[src/rtl/muldiv_unit.sv]
// Iterative multiply/divide unit owning the HI/LO pair: shift-add multiply and
// restoring divide, one result bit per clock, with a busy/done handshake.
module muldiv_unit #(
  parameter int WIDTH = 32
) (
  input  logic             clk,
  input  logic             rst_n,
  input  logic             start,
  input  logic             op,
  input  logic             is_signed,
  input  logic [WIDTH-1:0] a,
  input  logic [WIDTH-1:0] b,
  output logic             busy,
  output logic             done,
  output logic [WIDTH-1:0] hi,
  output logic [WIDTH-1:0] lo,
  output logic             div_zero
);

  localparam int CW = $clog2(WIDTH);
  localparam int W2 = 2 * WIDTH;

  typedef enum logic [1:0] {
    IDLE   = 2'd0,
    RUN    = 2'd1,
    FINISH = 2'd2
  } state_t;

  state_t           state_q, state_d;
  logic             op_q, op_d;
  logic             neg_res_q, neg_res_d;
  logic             neg_rem_q, neg_rem_d;
  logic             dz_q, dz_d;
  logic [CW-1:0]    cnt_q, cnt_d;
  logic [WIDTH-1:0] addend_q, addend_d;
  logic [WIDTH-1:0] rem_q, rem_d;
  logic [W2-1:0]    acc_q, acc_d;
  logic [WIDTH-1:0] hi_q, hi_d;
  logic [WIDTH-1:0] lo_q, lo_d;
  logic             busy_q, busy_d;
  logic             done_q, done_d;
  logic             div_zero_q, div_zero_d;

  logic             a_neg, b_neg, qbit;
  logic [WIDTH:0]   sum, shifted, trial;
  logic [W2-1:0]    prod;
  logic [WIDTH-1:0] quo, rmd;

  function automatic logic [WIDTH-1:0] neg_w(input logic [WIDTH-1:0] v);
    return ~v + {{(WIDTH-1){1'b0}}, 1'b1};
  endfunction

  function automatic logic [W2-1:0] neg_2w(input logic [W2-1:0] v);
    return ~v + {{(W2-1){1'b0}}, 1'b1};
  endfunction

  function automatic logic [WIDTH-1:0] mag(input logic [WIDTH-1:0] v, input logic sgn);
    return sgn ? neg_w(v) : v;
  endfunction

  // Next-state, datapath step and result formatting.
  always_comb begin
    state_d    = state_q;
    op_d       = op_q;
    neg_res_d  = neg_res_q;
    neg_rem_d  = neg_rem_q;
    dz_d       = dz_q;
    cnt_d      = cnt_q;
    addend_d   = addend_q;
    rem_d      = rem_q;
    acc_d      = acc_q;
    hi_d       = hi_q;
    lo_d       = lo_q;
    busy_d     = busy_q;
    done_d     = 1'b0;
    div_zero_d = div_zero_q;

    a_neg   = is_signed & a[WIDTH-1];
    b_neg   = is_signed & b[WIDTH-1];
    sum     = {1'b0, acc_q[W2-1:WIDTH]} + {1'b0, addend_q};
    // Partial remainder is one bit wider than the divisor so the trial never wraps.
    shifted = {rem_q, acc_q[WIDTH-1]};
    trial   = shifted - {1'b0, addend_q};
    qbit    = ~trial[WIDTH];
    prod    = neg_res_q ? neg_2w(acc_q) : acc_q;
    quo     = neg_res_q ? neg_w(acc_q[WIDTH-1:0]) : acc_q[WIDTH-1:0];
    rmd     = neg_rem_q ? neg_w(rem_q) : rem_q;

    case (state_q)
      IDLE: begin
        if (start) begin
          state_d    = RUN;
          op_d       = op;
          neg_res_d  = a_neg ^ b_neg;
          neg_rem_d  = a_neg;
          dz_d       = op & (b == {WIDTH{1'b0}});
          cnt_d      = {CW{1'b0}};
          rem_d      = {WIDTH{1'b0}};
          busy_d     = 1'b1;
          div_zero_d = 1'b0;
          if (op) begin
            addend_d = mag(b, b_neg);
            acc_d    = {{WIDTH{1'b0}}, mag(a, a_neg)};
          end else begin
            addend_d = mag(a, a_neg);
            acc_d    = {{WIDTH{1'b0}}, mag(b, b_neg)};
          end
        end else begin
          state_d = IDLE;
        end
      end
      RUN: begin
        if (op_q) begin
          rem_d = qbit ? trial[WIDTH-1:0] : shifted[WIDTH-1:0];
          acc_d = {acc_q[W2-1:WIDTH], acc_q[WIDTH-2:0], qbit};
        end else if (acc_q[0]) begin
          acc_d = {sum, acc_q[WIDTH-1:1]};
        end else begin
          acc_d = {1'b0, acc_q[W2-1:1]};
        end
        cnt_d = cnt_q + {{(CW-1){1'b0}}, 1'b1};
        if (cnt_q == CW'(WIDTH - 1)) begin
          state_d = FINISH;
        end else begin
          state_d = RUN;
        end
      end
      FINISH: begin
        if (op_q) begin
          hi_d = rmd;
          lo_d = dz_q ? {WIDTH{1'b1}} : quo;
        end else begin
          hi_d = prod[W2-1:WIDTH];
          lo_d = prod[WIDTH-1:0];
        end
        div_zero_d = op_q & dz_q;
        done_d     = 1'b1;
        busy_d     = 1'b0;
        state_d    = IDLE;
      end
      default: begin
        state_d = IDLE;
        busy_d  = 1'b0;
      end
    endcase
  end

  // State and output registers.
  always_ff @(posedge clk or negedge rst_n) begin
    if (!rst_n) begin
      state_q    <= IDLE;
      op_q       <= 1'b0;
      neg_res_q  <= 1'b0;
      neg_rem_q  <= 1'b0;
      dz_q       <= 1'b0;
      cnt_q      <= {CW{1'b0}};
      addend_q   <= {WIDTH{1'b0}};
      rem_q      <= {WIDTH{1'b0}};
      acc_q      <= {W2{1'b0}};
      hi_q       <= {WIDTH{1'b0}};
      lo_q       <= {WIDTH{1'b0}};
      busy_q     <= 1'b0;
      done_q     <= 1'b0;
      div_zero_q <= 1'b0;
    end else begin
      state_q    <= state_d;
      op_q       <= op_d;
      neg_res_q  <= neg_res_d;
      neg_rem_q  <= neg_rem_d;
      dz_q       <= dz_d;
      cnt_q      <= cnt_d;
      addend_q   <= addend_d;
      rem_q      <= rem_d;
      acc_q      <= acc_d;
      hi_q       <= hi_d;
      lo_q       <= lo_d;
      busy_q     <= busy_d;
      done_q     <= done_d;
      div_zero_q <= div_zero_d;
    end
  end

  assign busy     = busy_q;
  assign done     = done_q;
  assign hi       = hi_q;
  assign lo       = lo_q;
  assign div_zero = div_zero_q;

endmodule

[config.mk]
export PLATFORM = sky130hd
export DESIGN_NAME = muldiv_unit
export DESIGN_NICKNAME = d
export VERILOG_FILES = /design/src/rtl/muldiv_unit.sv
export SDC_FILE = /design/constraint.sdc
export NUM_CORES = 1
export LEC_CHECK = 0
export CAP_MARGIN = 5
export CORE_MARGIN = 5
export CORE_UTILIZATION = 50
export DETAILED_ROUTE_END_ITERATION = 8
export HOLD_SLACK_MARGIN = 0.15
export PLACE_DENSITY = 0.7
export SLEW_MARGIN = 30
export SYNTH_ARGS = -nofsm -noshare
export SYNTH_HDL_FRONTEND = slang
export SYNTH_SLANG_ARGS = --single-unit
[constraint.sdc]
create_clock -name clk -period 5.4 [get_ports clk]
set_clock_uncertainty 0.05 [all_clocks]
set_input_delay 1.08 -clock clk [delete_from_list [all_inputs] [get_ports clk]]
set_output_delay 1.08 -clock clk [all_outputs]
set_load 0.005 [all_outputs]
Fig. 1: cells colored by class
Fill, decap, tap and diode cells in gray.
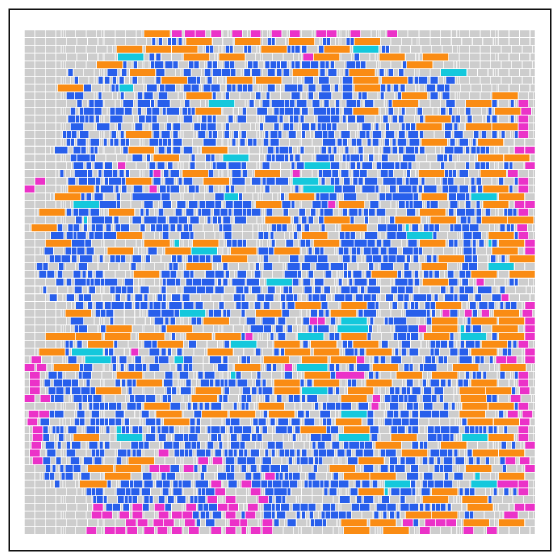
Orange marks sequential cells, cells 206. Magenta marks remaining buffers and delay cells, cells 157. Cyan marks clock drivers and dummy loads, cells 42. Blue marks combinational and other logic, cells 1686.

==> results.yml <==
# physical design summary
final_timing:
  drv_slew: 0
grt:
  grt_max_degree: 107
  grt_pass1_wl_um: 81210
  antenna_found_initial: 0
yosys:
  top_cells_by_count: "nand2_1, o21ai_0, a21oi_1"
  async_flop_share_pct: 100.0
  ff_type: "dfrtp_1"
  ys_area_mm2: 0.01605
  ys_ff: 206
  area_leaders: "dfrtp_1, o21ai_0, a21oi_1, nand2_1, ha_1"
  synth_warnings: 0
run_status:
  status: "complete, no violations"
job:
  warnings: 30
  cap_viol_max_count: 0
floorplan:
  fp-utilization_pct: 50.73
power_and_ir_drop:
  power_leakage_nw: 7.771
  intPower_mw: 6.437
routing:
  drt_iter0_drc: 1479
  drt_wl_total_um: 51440
  detail_route.first_pass.iterations: 5
  drc: 0
clocking:
  post_cts_buffers: 0
  clk_path_buf_depth: 3
setup_path:
  r2r-end: "rem_q[28]"
  regToRegSetupSlack_ps: 1190
  reg2regPathDepth: 13
Fig. 2: clock routing
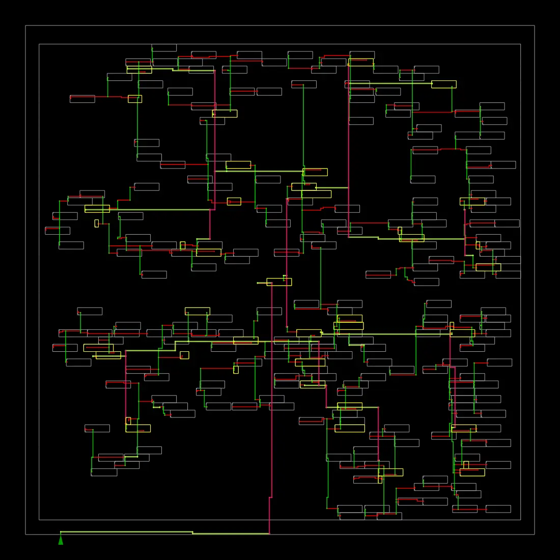
clock network power: 1.79 mW
number of clock buffers in the layout: 32
clock sinks: 206
Seq cells: 206
Num CTS Buffers: 25

## registers in the layout (all words and copies together), names as in the netlist, 2 cells and up
| register | count |
|---|---|
| acc_q | 64 |
| state_q | 2 |
| addend_q | 32 |
| cnt_q | 5 |
| hi | 32 |
| lo | 32 |
| rem_q | 32 |
## worst max path at each step
stage	from	to
4_1_cts	acc_q[31]	rem_q[7]
3_3_place_gp	a[3]	acc_q[30]
5_1_grt	acc_q[31]	rem_q[7]
2_1_floorplan	acc_q[31]	rem_q[0]
6_report	acc_q[31]	rem_q[28]
3_5_place_dp	a[3]	acc_q[30]
## per-stage QoR
stage / instance area (µm²) / power [mW] / hold slack [ps] / setup WS, ps / cells
after floorplan: 16050 / 8.458 / 398.9 / 1762 / 2021
after global placement: 17620 / 10.51 / 402.6 / 991.8 / 2450
after detailed placement: 17620 / 10.66 / 409.2 / 906.1 / 2450
after CTS: 18480 / 12.49 / 423.4 / 1258 / 2492
after global routing: 18500 / 13.61 / 391.6 / 977.4 / 2493
final: 18510 / 12.60 / 388.4 / 1191 / 2494
## cells in the final DEF (no fill, tap or decap), types with 10 or more instances in the layout
master / instances
nand2_1: 248
o21ai_0: 224
a21oi_1: 207
dfrtp_1: 204
nor2_1: 152
clkdlybuf4s50_1: 133
xnor2_1: 100
xor2_1: 99
ha_1: 70
inv_1: 60
mux2i_1: 51
o31ai_1: 43
a211oi_1: 43
a21o_1: 41
or3_1: 29
nand3_1: 29
nor3_1: 26
clkbuf_16: 25
nand2b_1: 21
buf_4: 20
a31oi_1: 19
o21a_1: 17
o211ai_1: 17
or4_1: 16
nor4_1: 14
o41ai_1: 14
nand4_1: 13
and3_1: 10
## layout make-up
| cell class | instances | area [µm²] | share of cell area, % |
|---|---|---|---|
| Antenna cell | 1 | 2.502 | 0.01352 |
| Clock buffer | 32 | 671.9 | 3.631 |
| Clock inverter | 10 | 178.9 | 0.9669 |
| Inverter | 62 | 232.7 | 1.258 |
| Multi-Input combinational cell | 1624 | 10210 | 55.17 |
| Sequential cell | 206 | 5160 | 27.88 |
| Tap cell | 402 | 503.0 | 2.718 |
| Timing Repair Buffer | 157 | 1548 | 8.364 |
## critical path, delay by kind of cell (launching register included)
kind            cells  cell delay (ps)
compound gates      6             1850
fa+ha+maj           2              630
buf+inv             2              590
flops               1              400
simple gates        3              530
## power groups by stage
stage                     Sequential [mW]  Clock (mW)  Combinational, mW
after global placement               3.21           0               7.31
after detailed placement             3.23           0               7.43
after global routing                 3.31        1.87               8.43
after CTS                            3.20        1.81               7.48
final                                3.24        1.79               7.57
after floorplan                      2.69           0               5.77
## logic make-up after synthesis
family	Yosys count	synth area share (%)
xor gates and xnor gates	199	10.86
adders and majority gates	72	5.707
AOI/OAI and AO/OA	696	26.32
DFF	206	32.12
muxes	54	3.391
and+or+nand+nor	603	17.12
buffers and inverters	191	4.483
## routing by layer
layer  share of wire (%)  routed length [µm]  vias to the layer above  GRT usage (%)
li1                    -                   -                     7357              -
met5                   0                   0                        -              0
met2                  44               22790                      610          43.80
met4                 2.9                1477                        0          7.763
met3                 6.8                3523                       98          3.171
met1                  46               23640                     7438          41.08
Power is estimated from default activity; no workload was simulated.
